Figure 1. Cell outlines without signal wires (run 1).
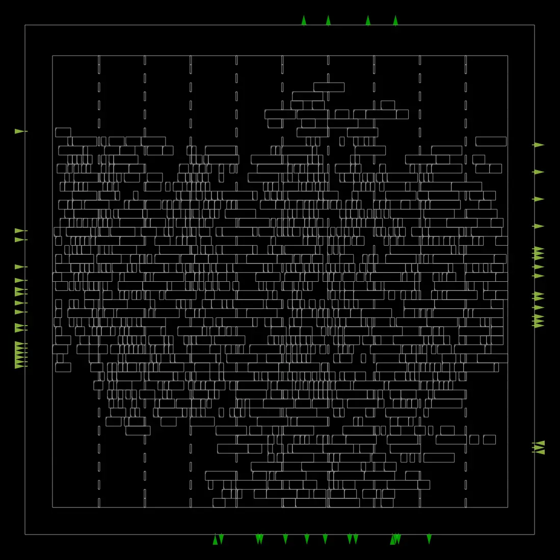
Figure 2. Signal wires on met2 (run 1).
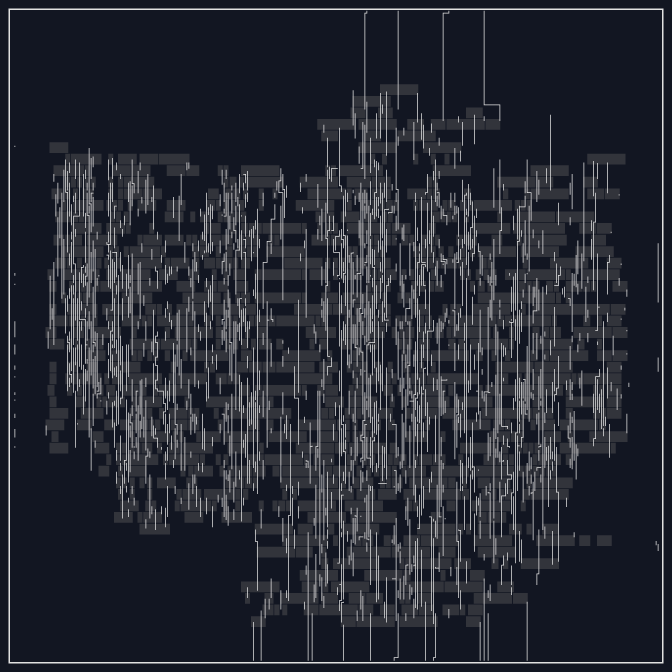
Figure 3. Cell classes on the final placement (run 1).
The bar under the picture is 50 um long.
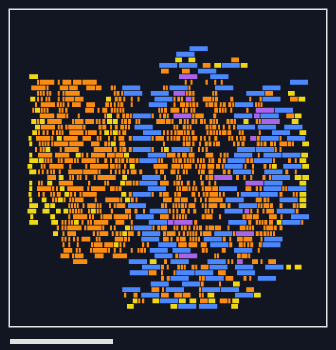
Figure 4. Clock distribution (run 1).
The bar under the picture is 50 um long.
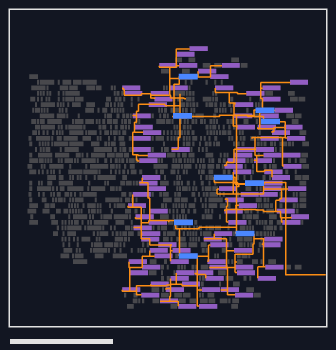
[src/rtl/mac_pkg.sv]
// Shared constants and helpers for the MAC vector accumulator.
// Optional build macro used by the datapath: MAC_SATURATE_EN.
package mac_pkg;

  localparam int unsigned DEF_DATA_W = 8;
  localparam int unsigned DEF_ACC_W  = 20;
  localparam int unsigned DEF_CNT_W  = 8;

  // Width of the full product of two unsigned operands.
  function automatic int unsigned prod_w(input int unsigned data_w);
    return 2 * data_w;
  endfunction

  // Largest value an acc_w-bit accumulator can hold (acc_w <= 63).
  function automatic logic [63:0] acc_max(input int unsigned acc_w);
    return (64'd1 << acc_w) - 64'd1;
  endfunction

endpackage : mac_pkg

[src/rtl/mac_vector_accumulator_mul.sv]
// S1 of the MAC pipeline: registered unsigned multiplier with valid/last
// that holds its contents while the pipeline is stalled.
module mac_mul_stage
  import mac_pkg::*;
#(
  parameter int unsigned DATA_W = DEF_DATA_W,
  parameter int unsigned OUT_W  = 2 * DEF_DATA_W + 1
) (
  input  logic              clk,
  input  logic              rst_n,
  input  logic              i_stall,
  input  logic              i_fire,
  input  logic [DATA_W-1:0] i_a,
  input  logic [DATA_W-1:0] i_b,
  input  logic              i_last,
  output logic              o_valid,
  output logic              o_last,
  output logic [OUT_W-1:0]  o_prod
);

  localparam int unsigned PROD_W = prod_w(DATA_W);

  logic [PROD_W-1:0] w_prod;
  logic              r_valid;
  logic              r_last;
  logic [OUT_W-1:0]  r_prod;

  // Full-width product of the incoming pair.
  always_comb begin
    w_prod = PROD_W'(i_a) * PROD_W'(i_b);
  end

  // Capture product and last flag on acceptance; freeze everything on stall.
  always_ff @(posedge clk or negedge rst_n) begin
    if (!rst_n) begin
      r_valid <= 1'b0;
      r_last  <= 1'b0;
      r_prod  <= '0;
    end else if (!i_stall) begin
      r_valid <= i_fire;
      if (i_fire) begin
        r_last <= i_last;
        r_prod <= OUT_W'(w_prod);
      end
    end
  end

  assign o_valid = r_valid;
  assign o_last  = r_last;
  assign o_prod  = r_prod;

endmodule : mac_mul_stage

[src/rtl/mac_vector_accumulator.sv]
// Pipelined multiply-accumulate over last-delimited vectors of unsigned pairs.
// Build option: MAC_SATURATE_EN clamps the sum at ACC_MAX on overflow
// instead of wrapping modulo 2^ACC_W.
module mac_vector_accumulator
  import mac_pkg::*;
#(
  parameter int unsigned DATA_W = DEF_DATA_W,
  parameter int unsigned ACC_W  = DEF_ACC_W,
  parameter int unsigned CNT_W  = DEF_CNT_W
) (
  input  logic              clk,
  input  logic              rst_n,
  input  logic              in_valid,
  output logic              in_ready,
  input  logic [DATA_W-1:0] in_a,
  input  logic [DATA_W-1:0] in_b,
  input  logic              in_last,
  output logic              out_valid,
  input  logic              out_ready,
  output logic [ACC_W-1:0]  out_acc,
  output logic [CNT_W-1:0]  out_count,
  output logic              out_ovf
);

  localparam int unsigned SUM_W = ACC_W + 1;
  localparam logic [CNT_W-1:0] CNT_MAX = '1;
`ifdef MAC_SATURATE_EN
  localparam logic [ACC_W-1:0] ACC_MAX = ACC_W'(acc_max(ACC_W));
`endif

  logic              r_rdy_en;
  logic              w_stall;
  logic              w_fire;

  logic              w_s1_valid;
  logic              w_s1_last;
  logic [SUM_W-1:0]  w_s1_prod;

  logic [ACC_W-1:0]  r_acc;
  logic [CNT_W-1:0]  r_cnt;
  logic              r_ovf;

  logic [SUM_W-1:0]  w_sum;
  logic              w_carry;
  logic [ACC_W-1:0]  w_acc_next;
  logic [CNT_W-1:0]  w_cnt_next;
  logic              w_ovf_next;

  logic              r_fin_valid;
  logic [ACC_W-1:0]  r_fin_acc;
  logic [CNT_W-1:0]  r_fin_cnt;
  logic              r_fin_ovf;

  logic              r_out_valid;
  logic [ACC_W-1:0]  r_out_acc;
  logic [CNT_W-1:0]  r_out_cnt;
  logic              r_out_ovf;

  // Handshake: a held result freezes the whole pipeline and blocks input.
  always_comb begin
    w_stall  = r_out_valid && !out_ready;
    in_ready = r_rdy_en && !w_stall;
    w_fire   = in_valid && in_ready;
  end

  // Input side opens on the first clock after reset release.
  always_ff @(posedge clk or negedge rst_n) begin
    if (!rst_n) begin
      r_rdy_en <= 1'b0;
    end else begin
      r_rdy_en <= 1'b1;
    end
  end

  mac_mul_stage #(
    .DATA_W (DATA_W),
    .OUT_W  (SUM_W)
  ) u_mul (
    .clk     (clk),
    .rst_n   (rst_n),
    .i_stall (w_stall),
    .i_fire  (w_fire),
    .i_a     (in_a),
    .i_b     (in_b),
    .i_last  (in_last),
    .o_valid (w_s1_valid),
    .o_last  (w_s1_last),
    .o_prod  (w_s1_prod)
  );

  // S2 arithmetic: carry-extended add, sticky overflow, saturating count.
  always_comb begin
    w_sum      = {1'b0, r_acc} + w_s1_prod;
    w_carry    = w_sum[ACC_W];
    w_acc_next = w_sum[ACC_W-1:0];
`ifdef MAC_SATURATE_EN
    if (w_carry) begin
      w_acc_next = ACC_MAX;
    end
`endif
    w_ovf_next = r_ovf | w_carry;
    w_cnt_next = (r_cnt == CNT_MAX) ? r_cnt : r_cnt + CNT_W'(1);
  end

  // S2 state: running sum per vector; last element hands off and clears.
  always_ff @(posedge clk or negedge rst_n) begin
    if (!rst_n) begin
      r_acc       <= '0;
      r_cnt       <= '0;
      r_ovf       <= 1'b0;
      r_fin_valid <= 1'b0;
      r_fin_acc   <= '0;
      r_fin_cnt   <= '0;
      r_fin_ovf   <= 1'b0;
    end else if (!w_stall) begin
      r_fin_valid <= w_s1_valid && w_s1_last;
      if (w_s1_valid) begin
        if (w_s1_last) begin
          r_fin_acc <= w_acc_next;
          r_fin_cnt <= w_cnt_next;
          r_fin_ovf <= w_ovf_next;
          r_acc     <= '0;
          r_cnt     <= '0;
          r_ovf     <= 1'b0;
        end else begin
          r_acc <= w_acc_next;
          r_cnt <= w_cnt_next;
          r_ovf <= w_ovf_next;
        end
      end
    end
  end

  // Output register: loads a finished vector, drops valid once taken.
  always_ff @(posedge clk or negedge rst_n) begin
    if (!rst_n) begin
      r_out_valid <= 1'b0;
      r_out_acc   <= '0;
      r_out_cnt   <= '0;
      r_out_ovf   <= 1'b0;
    end else if (!w_stall) begin
      r_out_valid <= r_fin_valid;
      if (r_fin_valid) begin
        r_out_acc <= r_fin_acc;
        r_out_cnt <= r_fin_cnt;
        r_out_ovf <= r_fin_ovf;
      end
    end
  end

  assign out_valid = r_out_valid;
  assign out_acc   = r_out_acc;
  assign out_count = r_out_cnt;
  assign out_ovf   = r_out_ovf;

endmodule : mac_vector_accumulator

[config.mk]
export PLATFORM = sky130hd
export DESIGN_NAME = mac_vector_accumulator
export DESIGN_NICKNAME = d
export VERILOG_FILES = /design/src/rtl/mac_pkg.sv /design/src/rtl/mac_vector_accumulator_mul.sv /design/src/rtl/mac_vector_accumulator.sv
export SDC_FILE = /design/constraint.sdc
export NUM_CORES = 1
export LEC_CHECK = 0
export ABC_AREA = 1
export CAP_MARGIN = 20
export CORE_MARGIN = 8
export CORE_UTILIZATION = 40
export CTS_CLUSTER_SIZE = 40
export DETAILED_ROUTE_END_ITERATION = 8
export GPL_ROUTABILITY_DRIVEN = 0
export PLACE_DENSITY = 0.69
export SKIP_CTS_REPAIR_TIMING = 1
export SYNTH_ARGS = -nofsm -noshare
export SYNTH_HDL_FRONTEND = slang
export SYNTH_SLANG_ARGS = --single-unit
[constraint.sdc]
create_clock -name clk -period 4.23 [get_ports clk]
set_input_delay 0.846 -clock clk [delete_from_list [all_inputs] [get_ports clk]]
set_output_delay 0.846 -clock clk [all_outputs]
set_load 0.1 [all_outputs]
==> out/metrics.cfg, run 1 <==
[outcome]
outcome = finished, final reports clean

[grt]
track_usage_pct = 13.7
antenna_found_initial = 0
first_global_vias = 5934
grt_pass1_wl_um = 27400
grt_overflow = 0
grt_max_degree = 73

[synthesis]
yosysTopAreaCellShare_pct = 35.8
yosys-stat-area_mm2 = 0.00755
yosys.area_share.adder_pct = 18.6
most_common_cell = nand2_1
largest_area_cell = dfrtp_1
top_logic_kind = simple AND/OR/NAND/NOR gates
syn_area_per_cell_um2 = 8.06
async_reset_ff_share_pct = 100
synthTopCellsByArea = dfrtp_1 (36%), nand2_1 (14%), fa_1 (9.8%)
ys_warn_count = 0
ys_cells = 937
synth_xor_xnor_area_share_pct = 2.20
syn_inst = 937
synth-edff-count = 0
ys_sh_aoi_pct = 6.98
numSynthFlops = 108
synth_seq_share_pct = 35.8
top_cells_by_count = nand2_1 (289), inv_1 (167), dfrtp_1 (108)
synthDistinctLibCells = 38
ys_sh_simple_pct = 23.1
syn_nets = 1048
ff_type = dfrtp_1
mux_share_pct = 2.68
syn-cell-area_mm2 = 0.00755

[layout]
n_antenna_cell = 0
nMultiInputCombCells = 622
clockBufferCount = 9
syn_to_final_growth_pct = 17.3
lay_top_cells = nand2_1 (285), inv_1 (167), dfrtp_1 (108)
signal_buffers = 95
clk_share_pct = 3.30
drive_gt1_share_pct = 13.6
n_all_inverters = 176
comb_area_mm2 = 0.00410
comb_share_pct = 46.3
ff_latch_area_mm2 = 0.00270
ff_count = 108
final_core_util_pct = 47.5
mostFrequentLayoutCell = nand2_1
buffer_area_share_pct = 9.09
top_area_cell_class = combinational gates
stdcell_area_mm2 = 0.00886
nNetsFinal = 1123

[timing]
hold_violations = 0
period_needed_ns = 4.04
worst_slack_ns = 0.188
whs_ns = 0.479
min_period_over_period_pct = 95.5
finalMaxSlewViolations = 0
fmax_mhz = 247
setup_tns_ns = 0
setup_viol_count_final = 0
worst_pin_slew_ns = 0.987
maxSlewHeadroom_pct = 34.0

[setup_path]
r2r_slack_ns = 2.05
cp-start-kind = input pin
crit_type = in2reg
crit_top_cell = nand2_1
crit_arrival_ns = 4.28
crit_path_end_kind = flop
worst-path-buf-inv = 5
critPathSlowestCell = fa_1
endpoint = u_mul.o_prod[15]$_DFFE_PN0P_
r2r_start = u_mul.o_prod[0]$_DFFE_PN0P_
cp.depth = 19
cp.required_ns = 4.47
worst_path_dominant_cell_family = adder cells
crit_path_cell_trace = dlymetal6s2s_1 -> buf_4 -> nand2_1 -> inv_1 -> fa_1 -> inv_1 -> fa_1 -> fa_1 -> fa_1 -> inv_1 -> ha_1 -> a21oi_1 -> nand2_1 -> nand3_1 -> nand2_1 -> nand2_1 -> nand3_1 -> nand3_1 -> nand2_1
r2r_end = r_fin_ovf$_DFFE_PN0P_
crit_path_max_incr_delay_ns = 0.54
critPathMaxFanout = 6
startpoint = in_a[1]
rr_worst_depth = 12

[floorplan]
pin_count = 52
initial_core_util_pct = 40.5
taps = 234
fp.dieH_um = 153
rows = 50
chip_area_mm2 = 0.0235
die_w_um = 153

[route]
detail_route.wl_per_cell_um = 12.2
drt-total-wl_um = 15300
drt_pass1_iterations = 5
detail-route-antenna-nets = 0
drc_errors = 0
vias_per_cell = 4.72
drt_first_iter_violations = 234

[power]
vdd_drop_max_v = 0.000276
power.density_mw_per_mm2 = 649
leakage_nw = 4.98
power_w = 0.00575

[cts]
cts_tree = done
cts_sinks = 108
root_buffer = clkbuf_16
clk_path_buf_depth = 2
cts_made_buffers = 9
cts.clk_slew.worst_paths_ns = 0.08
ctsHtreeMaxLevel = 3

[place]
post_dp_cell_area_mm2 = 0.00856
dp_cells = 1235
dp_slack_ns = -0.620
portBuffers = 51
hpwlAfterDp_um = 12200

[hold_path]
hp-start = r_fin_valid$_DFFE_PN0N_
hold_end = out_valid$_DFFE_PN0N_
hp-class = reg2reg
hold_path_depth = 2

[flow_run]
warning_count = 26
drv_cap = 0

Notes on Figure 1 above:
fin cells: 1251
Seq/total area: 30.5%
Core Footprint: 0.0186 mm^2
Fillers: 1813

Notes on Figure 2 above:
- nets with wire on the layer: 895
- main direction: vertical
- longest straight run: 67.0 um
- wire length on this layer: 7590 um
- share of all routed wire: 50%
GR Util met2: 23.8%
routed via count: 5902

Notes on Figure 3 above:
- yellow: other buffers and delay cells (cells 95)
- orange: combinational and other logic (cells 798)
- purple: clock drivers and dummy loads (cells 16)
- blue: flops (cells 108)

Notes on Figure 4 above:
- blue: clock drivers (count 9)
- purple: flip-flops (count 108)
- orange: clock wires (length 1240 um)
- routed clock nets: 10
Latency at later pin: 0.35 ns
clock power share: 14.2%
Power Clock: 0.000815 W
Worst Skew: 0.00871 ns

run 1: sequential cells by signal (all words and copies together) (netlist names), 8 cells and up:
signal,cells
r_cnt,8
out_count,8
out_acc,20
r_acc,20
u_mul.o_prod,16
r_fin_cnt,8
r_fin_acc,20
run 1: per-layer routing:
layer | track usage [%] | share of wire, % | vias to the layer above | routed length, um
met4 | 4.34 | 1.4 | 0 | 217
met5 | 0 | 0 | - | 0
li1 | - | - | 3038 | -
met1 | 17.2 | 46 | 2757 | 7000
met3 | 2.00 | 3.1 | 16 | 480
met2 | 23.8 | 50 | 91 | 7590
run 1: where the power goes:
part           internal [W]  switching, W
clock              0.000414      0.000401
combinational       0.00117       0.00219
sequential          0.00138      0.000196
total               0.00297       0.00279
==> run 2, diff against run 1 <==
--- a/config.mk
+++ b/config.mk
@@ -14,6 +14,7 @@
 export GPL_ROUTABILITY_DRIVEN = 0
 export PLACE_DENSITY = 0.69
 export SKIP_CTS_REPAIR_TIMING = 1
+export SLEW_MARGIN = 30
 export SYNTH_ARGS = -nofsm -noshare
 export SYNTH_HDL_FRONTEND = slang
 export SYNTH_SLANG_ARGS = --single-unit
Figure 5. Cell classes on the final placement (run 2).
The bar under the picture is 50 um long.
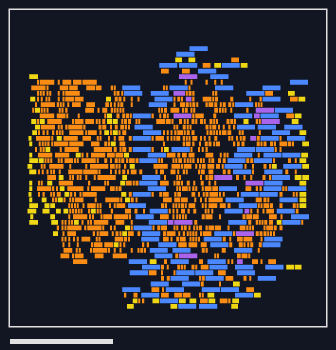
- orange: combinational and other logic (cells 798)
- blue: flops (cells 108)
- yellow: other buffers and delay cells (cells 95)
- purple: clock drivers and dummy loads (cells 16)

==> run 2 against run 1 <==
Compared with the run above: sequential power about the same; global-route usage is the same; routed wire length rose by 0.13%; utilization barely moved; combinational power barely moved; final area about the same; clock power is essentially flat; count of clock-buffer cells in the layout unchanged; setup slack worse by 0.0046 ns; non-clock buffer count unchanged; hold slack improved by 0.0010 ns; critical path type unchanged.
==> out/metrics.cfg, run 2 <==
[outcome]
outcome = finished, final reports clean

[synthesis]
synthDistinctLibCells = 38
async_reset_ff_share_pct = 100
top_cells_by_count = nand2_1 (289), inv_1 (167), dfrtp_1 (108)
yosys.area_share.adder_pct = 18.6
ys_sh_aoi_pct = 6.98
syn_area_per_cell_um2 = 8.06
syn_inst = 937
largest_area_cell = dfrtp_1
syn_nets = 1048
numSynthFlops = 108
synth_seq_share_pct = 35.8
ys_sh_simple_pct = 23.1
synth_xor_xnor_area_share_pct = 2.20
yosys-stat-area_mm2 = 0.00755
ys_warn_count = 0
ys_cells = 937

[layout]
drive_gt1_share_pct = 13.7
nNetsFinal = 1123
final_core_util_pct = 47.6
seq_share_pct = 30.5
n_antenna_cell = 0
syn_to_final_growth_pct = 17.4
mostFrequentLayoutCell = nand2_1
comb_area_mm2 = 0.00411
comb_share_pct = 46.3
n_all_inverters = 176
finalNonFillerCells = 1251
nMultiInputCombCells = 622
lay_top_cells = nand2_1 (284), inv_1 (167), dfrtp_1 (108)
clk_share_pct = 3.30
stdcell_area_mm2 = 0.00887
clockBufferCount = 9
buffer_area_share_pct = 9.13

[route]
drt-total-wl_um = 15300
vias = 5906
detail_route.wl_per_cell_um = 12.2
drt_pass1_iterations = 4
vias_per_cell = 4.72
detail-route-antenna-nets = 0
drc_errors = 0

[grt]
first_global_vias = 5934
met2_usage_pct = 23.8
grt_pass1_wl_um = 27400
antenna_found_initial = 0
gr-usage-met1_pct = 17.2
grt_max_degree = 73
gr-usage-met3_pct = 2.00

[place]
hpwlAfterDp_um = 12200
dp_cells = 1235

[setup_path]
worst-path-buf-inv = 5
cp.required_ns = 4.47
crit_type = in2reg
crit_arrival_ns = 4.29
crit_path_cell_trace = dlymetal6s2s_1 -> buf_4 -> nand2_1 -> inv_1 -> fa_1 -> inv_1 -> fa_1 -> fa_1 -> fa_1 -> inv_1 -> ha_1 -> a21oi_1 -> nand2_1 -> nand3_1 -> nand2_1 -> nand2_1 -> nand3_1 -> nand3_1 -> nand2_1
worst_path_dominant_cell_family = adder cells
crit_path_end_kind = flop
critPathSlowestCell = fa_1

[power]
pg_comb_w = 0.00336
vdd_drop_max_v = 0.000277
pwr-share-seq_pct = 27.4
p_int_w = 0.00297
maxPowerGroup = combinational cells
p_sw_w = 0.00279
p_clk_w = 0.000817
p_seq_w = 0.00158
leakage_nw = 4.98
combPwrFrac_pct = 58.4
power.density_mw_per_mm2 = 649
sw_frac_of_total_pct = 48.5

[timing]
skew_ns = 0.00990
setup_viol_count_final = 0
whs_ns = 0.480
period_needed_ns = 4.05
min_period_over_period_pct = 95.7
fmax_mhz = 247
worst_slack_ns = 0.184
hold_violations = 0
setup_tns_ns = 0

[hold_path]
hp-class = in2async

[cts]
clk_path_buf_depth = 2
insertion_delay_ns = 0.35
root_buffer = clkbuf_16
cts_made_buffers = 9
cts.clk_slew.worst_paths_ns = 0.07

[floorplan]
chip_area_mm2 = 0.0235
pin_count = 52
initial_core_util_pct = 40.5
die_w_um = 153
fp.dieH_um = 153

[flow_run]
drv_cap = 0

Figure 6. Cell outlines without signal wires (run 2).
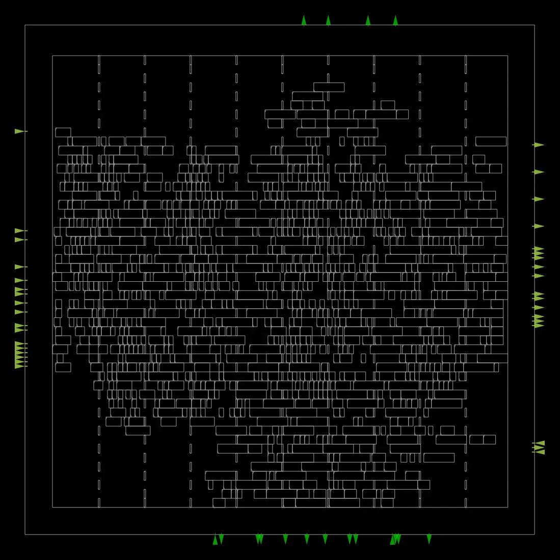
Well Taps: 234
Fillers: 1812
# rows: 50
num sequential: 108

## run 2: cell counts in the layout (fill, tap and decap cells not counted)
Identical to the previous run, type by type.
## run 2: final timing paths
path | from | cells after the start | end | slack (ns)
max | in_a[1] | 19 | u_mul.o_prod[15]$_DFFE_PN0P_ | 0.18
min | rst_n | 1 | out_count[1]$_DFFE_PN0P_ | 0.48
max reg2reg | u_mul.o_prod[0]$_DFFE_PN0P_ | 12 | r_fin_ovf$_DFFE_PN0P_ | 2.04
min reg2reg | r_fin_acc[18]$_DFFE_PN0P_ | 2 | r_fin_acc[18]$_DFFE_PN0P_ | 0.48
max in group asynchronous | rst_n | 2 | r_fin_acc[14]$_DFFE_PN0P_ | 3.04
min in group clk | r_fin_acc[18]$_DFFE_PN0P_ | 2 | r_fin_acc[18]$_DFFE_PN0P_ | 0.48
No activity file was given, so power comes from the tool's default toggle rates.
